==> config.mk <==
export PLATFORM = sky130hd
export DESIGN_NAME = down_counter_timer
export DESIGN_NICKNAME = d
export VERILOG_FILES = /design/src/rtl/down_counter_timer.sv
export SDC_FILE = /design/constraint.sdc
export NUM_CORES = 1
export LEC_CHECK = 0
export ABC_CLOCK_PERIOD_IN_PS = 1750
export CORE_ASPECT_RATIO = 0.75
export CORE_UTILIZATION = 44
export CTS_CLUSTER_DIAMETER = 100
export CTS_CLUSTER_SIZE = 40
export DETAILED_ROUTE_END_ITERATION = 10
export PLACE_DENSITY = 0.74
export SYNTH_ARGS = -nofsm -noshare
export SYNTH_HDL_FRONTEND = slang
export SYNTH_SLANG_ARGS = --single-unit
==> constraint.sdc <==
create_clock -name clk -period 1.75 [get_ports clk]
set_input_delay 0.4375 -clock clk [delete_from_list [all_inputs] [get_ports clk]]
set_output_delay 0.4375 -clock clk [all_outputs]
set_load 0.01 [all_outputs]
==> src/rtl/down_counter_timer.sv <==
// Loadable down counter/timer with one-shot or periodic reload, terminal-count pulse and q/qbar outputs.
// Define DOWN_COUNTER_TIMER_PRESCALE_EN to decrement once every PRESCALE cycles instead of every cycle.
module down_counter_timer #(
   parameter int WIDTH    = 4,
   parameter int PRESCALE = 4
) (
   input  logic             clk,
   input  logic             clear,
   input  logic             load,
   input  logic [WIDTH-1:0] d,
   input  logic             start,
   input  logic             stop,
   input  logic             auto_reload,
   output logic [WIDTH-1:0] q,
   output logic [WIDTH-1:0] qbar,
   output logic             busy,
   output logic             done,
   output logic             tc
);

   typedef enum logic [1:0] {
      IDLE = 2'd0,
      RUN  = 2'd1,
      DONE = 2'd2
   } state_t;

   state_t           state, state_nxt;
   logic [WIDTH-1:0] q_nxt;
   logic [WIDTH-1:0] reload, reload_nxt;
   logic             tc_nxt;
   logic             tick;

`ifdef DOWN_COUNTER_TIMER_PRESCALE_EN
   localparam int PW = (PRESCALE > 1) ? $clog2(PRESCALE) : 1;

   logic [PW-1:0] pres;

   assign tick = (pres == PW'(PRESCALE - 1));

   // Prescaler only advances while staying in RUN, so every entry to RUN starts a full interval.
   always_ff @(posedge clk) begin
      if (!clear) begin
         pres <= '0;
      end else if (state != RUN || state_nxt != RUN || load || stop || tick) begin
         pres <= '0;
      end else begin
         pres <= pres + 1'b1;
      end
   end
`else
   // PRESCALE is always at least 1 here, so every cycle is a tick.
   assign tick = (PRESCALE > 0);
`endif

   always_comb begin
      state_nxt  = state;
      q_nxt      = q;
      reload_nxt = reload;
      tc_nxt     = 1'b0;
      case (state)
         IDLE: begin
            if (load) begin
               q_nxt      = d;
               reload_nxt = d;
            end
            if (!stop && start && q_nxt != '0) begin
               state_nxt = RUN;
            end
         end
         RUN: begin
            if (load) begin
               q_nxt      = d;
               reload_nxt = d;
            end else if (stop) begin
               state_nxt = IDLE;
            end else if (tick) begin
               if (q != '0) begin
                  q_nxt  = q - 1'b1;
                  tc_nxt = (q == WIDTH'(1));
               end else if (auto_reload && reload != '0) begin
                  q_nxt = reload;
               end else begin
                  state_nxt = DONE;
               end
            end
         end
         DONE: begin
            if (load) begin
               q_nxt      = d;
               reload_nxt = d;
               state_nxt  = IDLE;
            end else if (stop) begin
               state_nxt = IDLE;
            end else if (start && reload != '0) begin
               q_nxt     = reload;
               state_nxt = RUN;
            end
         end
         default: begin
            state_nxt = IDLE;
         end
      endcase
   end

   always_ff @(posedge clk) begin
      if (!clear) begin
         state  <= IDLE;
         q      <= '0;
         reload <= '0;
         tc     <= 1'b0;
      end else begin
         state  <= state_nxt;
         q      <= q_nxt;
         reload <= reload_nxt;
         tc     <= tc_nxt;
      end
   end

   assign qbar = ~q;
   assign busy = (state == RUN);
   assign done = (state == DONE);

endmodule

**Run 1: gate families picked out**

(6 px per micron)
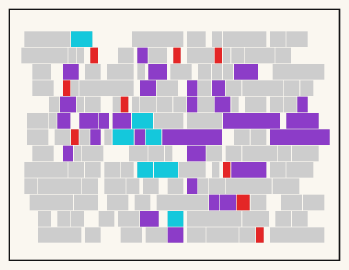
[red] inverters | cells: 9
[cyan] AND-OR and OR-AND gates | cells: 7 | where: center
[purple] inverting AOI/OAI gates | cells: 29 | most used: a21oi_1

**Run 1: wire density map**

(6 px per micron) The die is cut into 11 by 8 equal tiles; white is low, dark blue is high, scaled to the fullest tile. Values are wire area over tile area, all layers added.
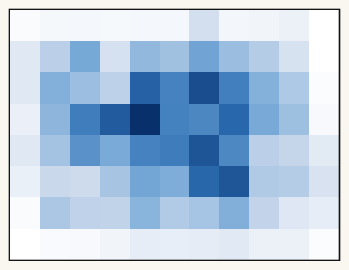
tiles over half the peak: 23%
nearly empty tiles: 5.7%
emptiest ninth of the die: lower left
densest ninth of the die: center
mean over tiles: 0.22

**Run 1: clock network drawn from the DEF**

(8 px per micron)
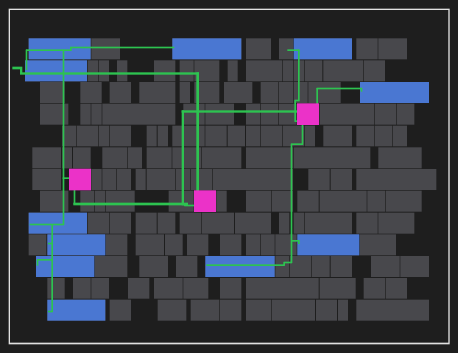
[magenta] cells driving clock nets | count: 3
[blue] flip-flops | count: 11
[green] clock wires | length: 202 microns
flops lie: widely spread
routed clock nets: 4

**Run 1: routing congestion**

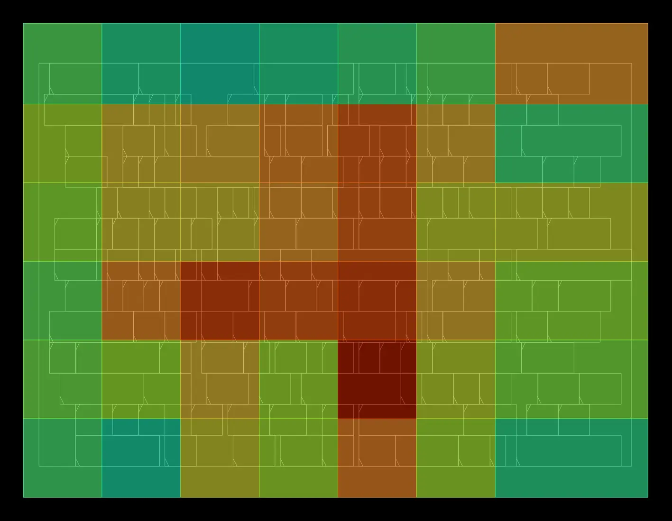
met3 Track Usage GR: 8.059%
GRT met1 Usage: 41.52%
M2 GR Usage: 37.59%
final core occ: 82.30%
drt wl/cell: 16.48 microns

==> summary.txt, run 1 <==
Outcome -> complete, but fails checks
Failing checks -> setup timing
Cell variety after synth -> 43
Power Sequential -> 0.431 mW
Synth-to-layout area growth -> 64.49%
Main logic family -> AND-OR/OR-AND gates
Mux frac, synth -> 3.265%
Number of vias in the routed layout -> 1100
Synth Instances -> 113
Pin count of the biggest net entering global routing -> 15
# Cells Yosys -> 113
WHS Endpoint -> tc
Worst reg-to-reg path cell count -> 7
NonClk Buf Share -> 26.80%
Yosys warns -> 0
CTS tree -> yes
Final setup margin -> -32.12 ps
Max-Cap Viols -> 0
Nets@finish -> 176
Post-synth EDFFs -> 0
Antenna diodes -> 0
Top cells excl fill/tap -> buf_4 (27), clkdlybuf4s50_1 (12), nand2_1 (8)
Part of the power in registers -> 21.2%
DP HPWL -> 2137 microns
Total GRT Usage -> 27.43%
Largest cell class -> combinational gates
Max incr delay on CP -> 470 ps
F_max -> 561.1 MHz
RR Startpoint -> state[0]
Hold path startpoint -> q[3]
Dominant cell area share -> 23.95%
Dpl cell area -> 1329 sq um
Non-Clock Inverter Count -> 9
CP Class -> reg -> reg
Buffers plus inverters on the worst setup path -> 1
Maximum clock insertion buffer count -> 2
Log Warnings -> 32
Pre-Repair DR Iteration Count -> 4
CTS sink count -> 11
CP Launch Point -> state[0]
Setup TNS -> -32.12 ps
Hold Violations, Final -> 0
Async set-reset flop share out of synthesis -> 0%
Routability cong. -> 0.9843
Hold depth -> 1
Logic Gate Count -> 88
Logic area -> 780.7 sq um
Simple share -> 27.76%
Net Sw Frac -> 42.91%
Cell chain of the critical path -> inv_4 -> ha_4 -> or4b_4 -> nor3_4 -> a2111o_1 -> nor4_2 -> o21a_1
Cell area power density -> 1344 nW/um^2
Post-route clock period utilization -> 101.8%
RSZ-0062 raised after global routing -> yes
Drc violations -> 0
Worst R2R End -> state[0]
Critical path required time -> 1930 ps
Register Area -> 235.2 sq um
H-tree depth -> 1
Cell count after placement -> 174
Relative slew slack -> 67.98%
# port buffers -> 20
Layout cell share with drive strength beyond 1 -> 38.99%
Logic pwr share -> 69.6%
Fa+ha+maj area frac -> 8.163%
CP Capture Type -> flip-flop
Mapped Area -> 919.6 sq um
Die Y -> 41.59 microns
Vias in the first global route -> 920
Delay-heaviest family, CP -> simple AND/OR/NAND/NOR gates
Post-synthesis sequential area ratio -> 23.95%
CTS Hold Bufs -> 0
Die X -> 54.79 microns
Layout Cells excl Fill -> 181
CLK BUF -> 3
Global routing's busiest layer -> met1
Final setup vio count -> 1
DRT Wirelength -> 2982 microns
Late-Pin Clk Latency -> 280 ps
Post-CTS Setup Repair Bufs -> 0
Crit path max-delay cell type -> or4b_4
Comb area share -> 51.61%
Cell with the most instances after synthesis -> dfxtp_1
Worst setup path endpoint -> state[0]
==> run 2: changes to the inputs <==
--- a/config.mk
+++ b/config.mk
@@ -9,7 +9,6 @@
 export CORE_ASPECT_RATIO = 0.75
 export CORE_UTILIZATION = 44
 export CTS_CLUSTER_DIAMETER = 100
-export CTS_CLUSTER_SIZE = 40
 export DETAILED_ROUTE_END_ITERATION = 10
 export PLACE_DENSITY = 0.74
 export SYNTH_ARGS = -nofsm -noshare
**Run 2: clock network drawn from the DEF**

(8 px per micron)
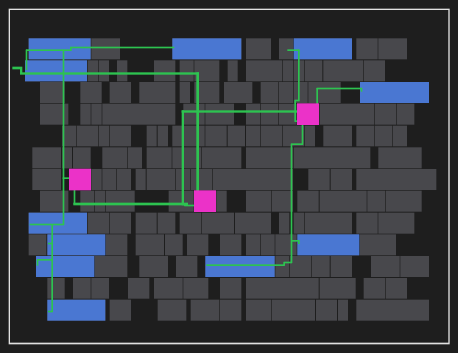
[blue] flip-flops | count: 11
[green] clock wires | length: 202 microns
[magenta] cells driving clock nets | count: 3
routed clock nets: 4

==> run 2 against run 1 <==
Net effect:
- clock power hardly changed
- first-iteration DRC count stayed put
- largest power group unchanged
- the flow still finishes with violations (setup timing)
- worst setup slack stayed put
- critical endpoint unchanged
- combinational power hardly changed
==> summary.txt, run 2 <==
H-tree depth -> 1 (unchanged)
F_max -> 561.1 MHz (unchanged)
Setup TNS -> -32.12 ps (unchanged)
Simple share -> 27.76% (unchanged)
Net Sw Frac -> 42.91% (unchanged)
Max-Cap Viols -> 0 (unchanged)
RR Startpoint -> state[0] (unchanged)
Logic area -> 780.7 sq um (unchanged)
WHS Endpoint -> tc (unchanged)
Cell variety after synth -> 43 (unchanged)
Die Y -> 41.59 microns (unchanged)
Outcome -> complete, but fails checks (unchanged)
Hold path startpoint -> q[3] (unchanged)
Critical path required time -> 1930 ps (about the same)
M2 GR Usage -> 37.59% (unchanged)
Mux frac, synth -> 3.265% (unchanged)
Final setup margin -> -32.12 ps (unchanged)
# Cells Yosys -> 113 (unchanged)
Antenna diodes -> 0 (unchanged)
NonClk Buf Share -> 26.80% (unchanged)
Worst reg-to-reg path cell count -> 7 (unchanged)
Max incr delay on CP -> 470 ps (about the same)
CP Class -> reg -> reg (unchanged)
Failing checks -> setup timing (unchanged)
# port buffers -> 20 (unchanged)
Drt wl/cell -> 16.48 microns (unchanged)
CLK BUF -> 3 (unchanged)
Cell chain of the critical path -> inv_4 -> ha_4 -> or4b_4 -> nor3_4 -> a2111o_1 -> nor4_2 -> o21a_1 (unchanged)
Maximum clock insertion buffer count -> 2 (unchanged)
Layout cell share with drive strength beyond 1 -> 38.99% (unchanged)
CP Launch Point -> state[0] (unchanged)
CTS sink count -> 11 (unchanged)
Comb area share -> 51.61% (unchanged)
Logic pwr share -> 69.6% (about the same)
Main logic family -> AND-OR/OR-AND gates (unchanged)
Final setup vio count -> 1 (unchanged)
Fa+ha+maj area frac -> 8.163% (unchanged)
Yosys warns -> 0 (unchanged)
Met3 Track Usage GR -> 8.059% (unchanged)
Dominant cell area share -> 23.95% (unchanged)
Register Area -> 235.2 sq um (unchanged)
Hold depth -> 1 (unchanged)
Dpl cell area -> 1329 sq um (unchanged)
DRT Wirelength -> 2982 microns (unchanged)
DP HPWL -> 2137 microns (unchanged)
Delay-heaviest family, CP -> simple AND/OR/NAND/NOR gates (unchanged)
Routability cong. -> 0.9843 (unchanged)
CTS tree -> yes (unchanged)
Mapped Area -> 919.6 sq um (unchanged)
**Run 2: routing congestion**

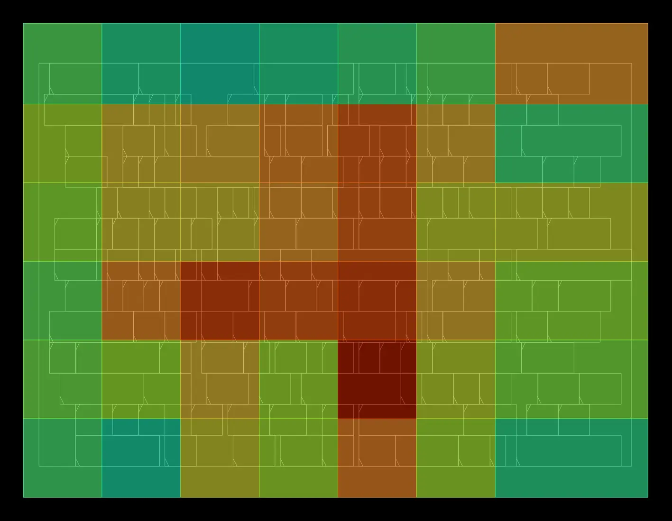
global routing's busiest layer: met1
Total GRT Usage: 27.43%

Power and IR drop assume default switching activity.
